Design vga_sync_gen, sky130hd; sources not shown.
Run 1, congestion heat map:
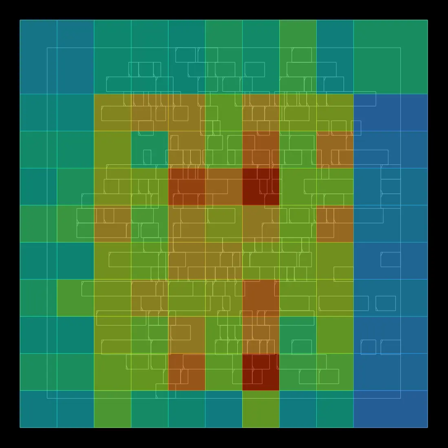
WL per Instance: 15.41 um
All-Layer GR Usage: 13.60%
GR met3 Demand/Resource: 1.847%
busiest layer in global routing: met2
grt met1 use: 18.67%

Run 1, where the registers sit:
Drawn at 6 px/um. Other sequential cells in the stronger grey, the rest of the logic in the fainter grey.
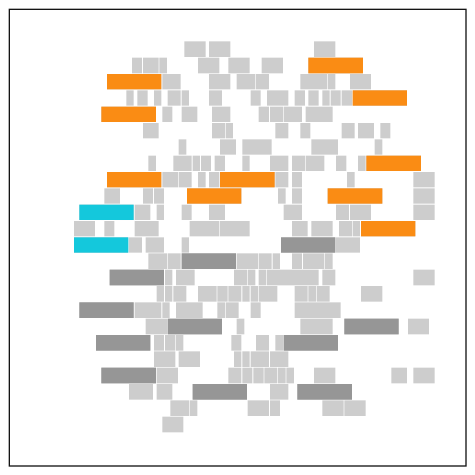
Cyan marks `state_q`, placed flops 2. Orange marks `v_count`, placed flops 10.
FF+latch area: 575.6 um2
Seq group: 385 uW
sequential cell area share: 31.44%

Run 1, placed cells, one colour a class:
Drawn at 6 px/um. Fill, decap, tap and diode cells in grey.
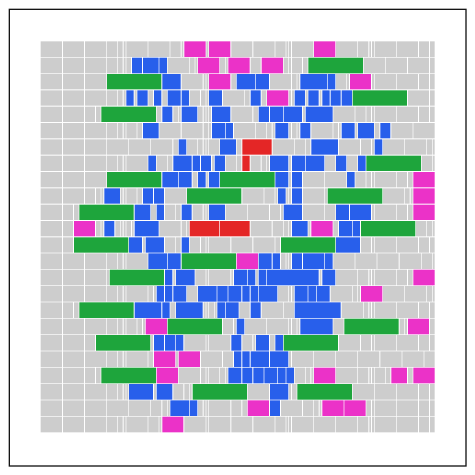
Magenta marks other buffers and delay cells, cells 29. Red marks clock drivers and dummy loads, cells 4. Blue marks all other logic, cells 134. Green marks flops, cells 23.
post-route cell area: 0.001831 mm2
Rows: 24
Placeable Area: 0.004294 mm2

==> impl_metrics.ini, run 1 <==
; physical design summary
[outcome]
status = complete, no violations

[finish]
drive_gt1_share_pct = 6.842
layout_top_cells = clkdlybuf4s50_1, dfrtp_1, inv_1, nand2_1, o21ai_0
nets = 199

[critical_path]
crit_fanout = 4
worst-r2r-cell-count = 4

[sta]
max_slew.worst_pin.slew_ps = 630.5
slew_headroom_pct = 57.68
finalCriticalPeriod_ps = 2291

[place]
gp_congestion = 0.7812
place_area_mm2 = 0.001785

[logic_synthesis]
yosysSeqAreaShare_pct = 37.89
synthCells = 166
yosysWarnings = 0
ys_area_mm2 = 0.001519
yosysUniqueCellTypes = 41
ys.flops = 23
ys_cells = 166

[global_route]
first_global_vias = 1251
grt_max_degree = 24

[clocking]
root_buffer = clkbuf_8
ctsHoldBuffers = 0
clkTransAtPathRegs_ps = 80
cts_setup_buffers = 0

[route]
drc = 0
drt-initial-drc-count = 70

[run]
maxCapViolations = 0
warnings = 29

[floorplan]
die_h_um = 75.88
die_x_um = 75.88

[power_and_ir_drop]
p_total_uw = 724.0

[hold_path]
worstHoldPathType = in2async
[run 1: synth_stat cells (4+ instances only)]
library cell	count	share of area [%]
inv_1	14	3.5
nand2_1	14	3.5
buf_6	5	3.7
ha_1	5	4.1
xor2_1	4	2.3
nor2_1	10	2.5
o211ai_1	8	4.0
o21ai_0	14	4.6
nand3_1	7	2.3
dfrtp_1	23	38
nor3_1	5	1.6
nor2b_1	4	1.6
nand4_1	7	2.9
nor4_1	6	2.5
and4_1	5	2.9
[run 1: area by class of cell]
class / instances / area [um2]
Timing Repair Buffer: 29 / 287.8
Inverter: 14 / 52.55
Multi-Input combinational cell: 120 / 804.5
Clock buffer: 4 / 45.04
Tap cell: 52 / 65.06
Sequential cell: 23 / 575.6
Fill cell: 434 / 2464
[run 1: logic make-up after synthesis]
family                     share of synthesized area, %
DFF                                               37.89
and+or+nand+nor                                   26.44
buffers and inverters                             9.142
AOI/OAI and AO/OA                                 18.70
xor gates and xnor gates                          2.306
muxes                                             1.400
adders and majority gates                         4.119
[run 1: report_power, final]
| part | leakage [uW] | switching [uW] | internal, uW |
|---|---|---|---|
| Clock | 0.0000228 | 115 | 109 |
| Sequential | 0.000315 | 16.1 | 369 |
| Combinational | 0.000389 | 59.2 | 55.2 |
[run 1: per-layer routing]
metal / track usage [%] / vias up / routed length, um
met4: 4.660 / 0 / 57
met5: 0 / - / 0
met3: 1.847 / 4 / 120
li1: - / 654 / -
met2: 21.86 / 23 / 1769
met1: 18.67 / 634 / 1782
[run 1: per-stage QoR]
stage                     std cells  hold WS (ps)  utilization (%)  setup WS [ps]
after floorplan                 166        -35.59                -           1131
after global placement          238         601.3            41.58          615.6
after detailed placement        238         617.6            41.58          581.8
after CTS                       242         368.8            42.63          276.3
after global routing            242         381.5            42.63          195.9
final                           242         357.0            42.63          308.9
[run 1: critical path: stages (launching register included)]
cell and delay (ps):
dfrtp_1 410, inv_1 110, ha_1 150, nand2_1 50, nor4_1 140, and3_1 220
and4_1 190, clkdlybuf4s50_1 490
Run 1, power grid:
Drawn at 4 px/um. Pins as bars on the die edge.
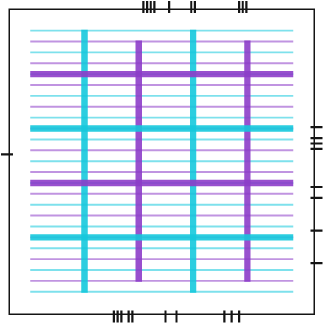

==> run 2: changes to the inputs <==
- CORE_ASPECT_RATIO: default -> 0.5
- SYNTH_HIERARCHICAL: default -> 1
Run 2, power grid:
Drawn at 4 px/um. Pins as bars on the die edge.
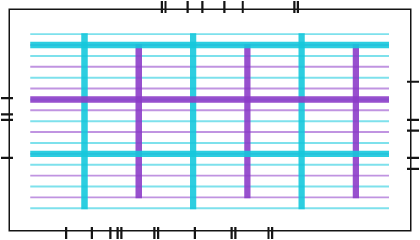
Cyan marks VSS. Purple marks VDD.
29 signal pins sit on the boundary. 3 straps on met5. The core has 16 rows. 17 met1 rails follow the rows.
Worst VDD drop: 157.1 uV
die height: 55 um
die span in x: 100.0 um

Run 2, clock network drawn from the DEF:
Drawn at 8 px/um.
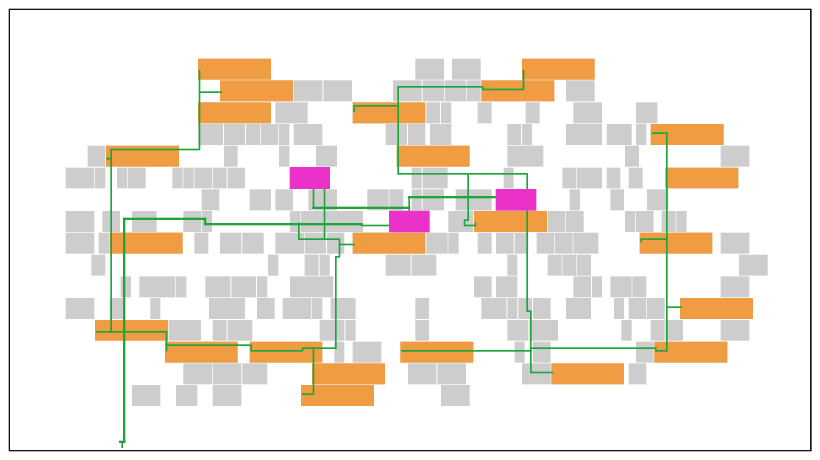
Green marks clock wires, length 373 um. Orange marks flip-flops, count 23. Magenta marks cells driving clock nets, count 3.
Position of the flops: widely spread. There are 4 routed clock nets.
latest clock arrival within the worst-skew pair: 270 ps
clock power share: 31.9%
clock-net power: 234 uW

==> run 2 against run 1 <==
Compared with the run above: clock power is 4% higher; first-iteration DRC count shrank 67%; maximum frequency down 7.5%; flip-flop count unchanged; count of clock-buffer cells in the layout did not move; final cell count up 1.7%; via count is 1.3% higher; register-to-register slack about the same; hold slack worse by 16 ps; die area is 4.5% lower; sequential power shrank 2%; core utilization up 4.6 points; critical path type unchanged.
==> impl_metrics.ini, run 2 <==
; physical design summary
[finish]
logic_area_um2 = 770.7
seqCellArea_um2 = 575.6
fin_util_pct = 47.24
stdcell_count = 246

[logic_synthesis]
area_leaders = dfrtp_1, a31oi_1, nand3_1
synth_top_cell_by_area = dfrtp_1
ys_area_mm2 = 0.001418
synthCells = 158
ys.flops = 23

[power_and_ir_drop]
swShare_pct = 26.39
p_total_uw = 733.1

[route]
drt-initial-drc-count = 23

[critical_path]
crit_fanout = 6

[run]
maxCapViolations = 0

[sta]
whs_ps = 340.7
finalCriticalPeriod_ps = 2477

[clocking]
clkTransAtPathRegs_ps = 90
ctsHoldBuffers = 0

[outcome]
status = complete, no violations

[floorplan]
core-area_mm2 = 0.003904
rows = 16
==> run 2: logic make-up after synthesis <==
| kind of cell | after synthesis | synth area share (%) |
|---|---|---|
| and+or+nand+nor | 70 | 28.77 |
| AOI/OAI and AO/OA | 38 | 17.39 |
| DFF | 23 | 40.60 |
| buffers and inverters | 17 | 5.560 |
| adders and majority gates | 5 | 4.413 |
| xor gates and xnor gates | 4 | 2.472 |
| muxes | 1 | 0.7943 |
==> run 2: repair_timing <==
item                                    in CTS  in global routing
resized                                      1                  1
pin swaps                                    1                  2
endpoints found under the setup margin       1                  1
buffers inserted                             2                  3
==> run 2: power groups by stage <==
stage,Sequential [uW],Combinational [uW],Clock [uW]
CTS,376,116,242
finish,376,124,234
floorplan,383,51.9,0
global route,377,138,252
detailed placement,385,109,0
global placement,384,110,0
==> run 2: area by class of cell <==
cell class | count | share of cell area (%)
Timing Repair Buffer | 37 | 18.86
Inverter | 10 | 2.035
Clock buffer | 4 | 2.442
Tap cell | 54 | 3.663
Multi-Input combinational cell | 118 | 41.79
Sequential cell | 23 | 31.21
==> run 2: metrics by stage <==
stage	cell area, um2	worst slack [ps]
3_3_place_gp	1754	320.5
5_1_grt	1844	26.92
6_report	1844	123.3
3_5_place_dp	1754	220.0
2_1_floorplan	1418	609.7
4_1_cts	1815	46.13
==> run 2: per-layer routing <==
layer	global-route usage [%]	share of wire (%)	wire, um
met5	0	0	0
met4	2.685	0.73	27
met3	2.628	3.0	111
met2	24.28	47	1754
met1	18.64	49	1801
==> run 2: critical path, cell delays in order (launching register included) <==
cell and delay (ps):
dfrtp_1 360, nor2_1 50, inv_1 130, and2_4 200, nor4b_2 190, and4_1 290, and4_1 220, clkdlybuf4s50_1 500
Power is estimated from default activity; no workload was simulated.
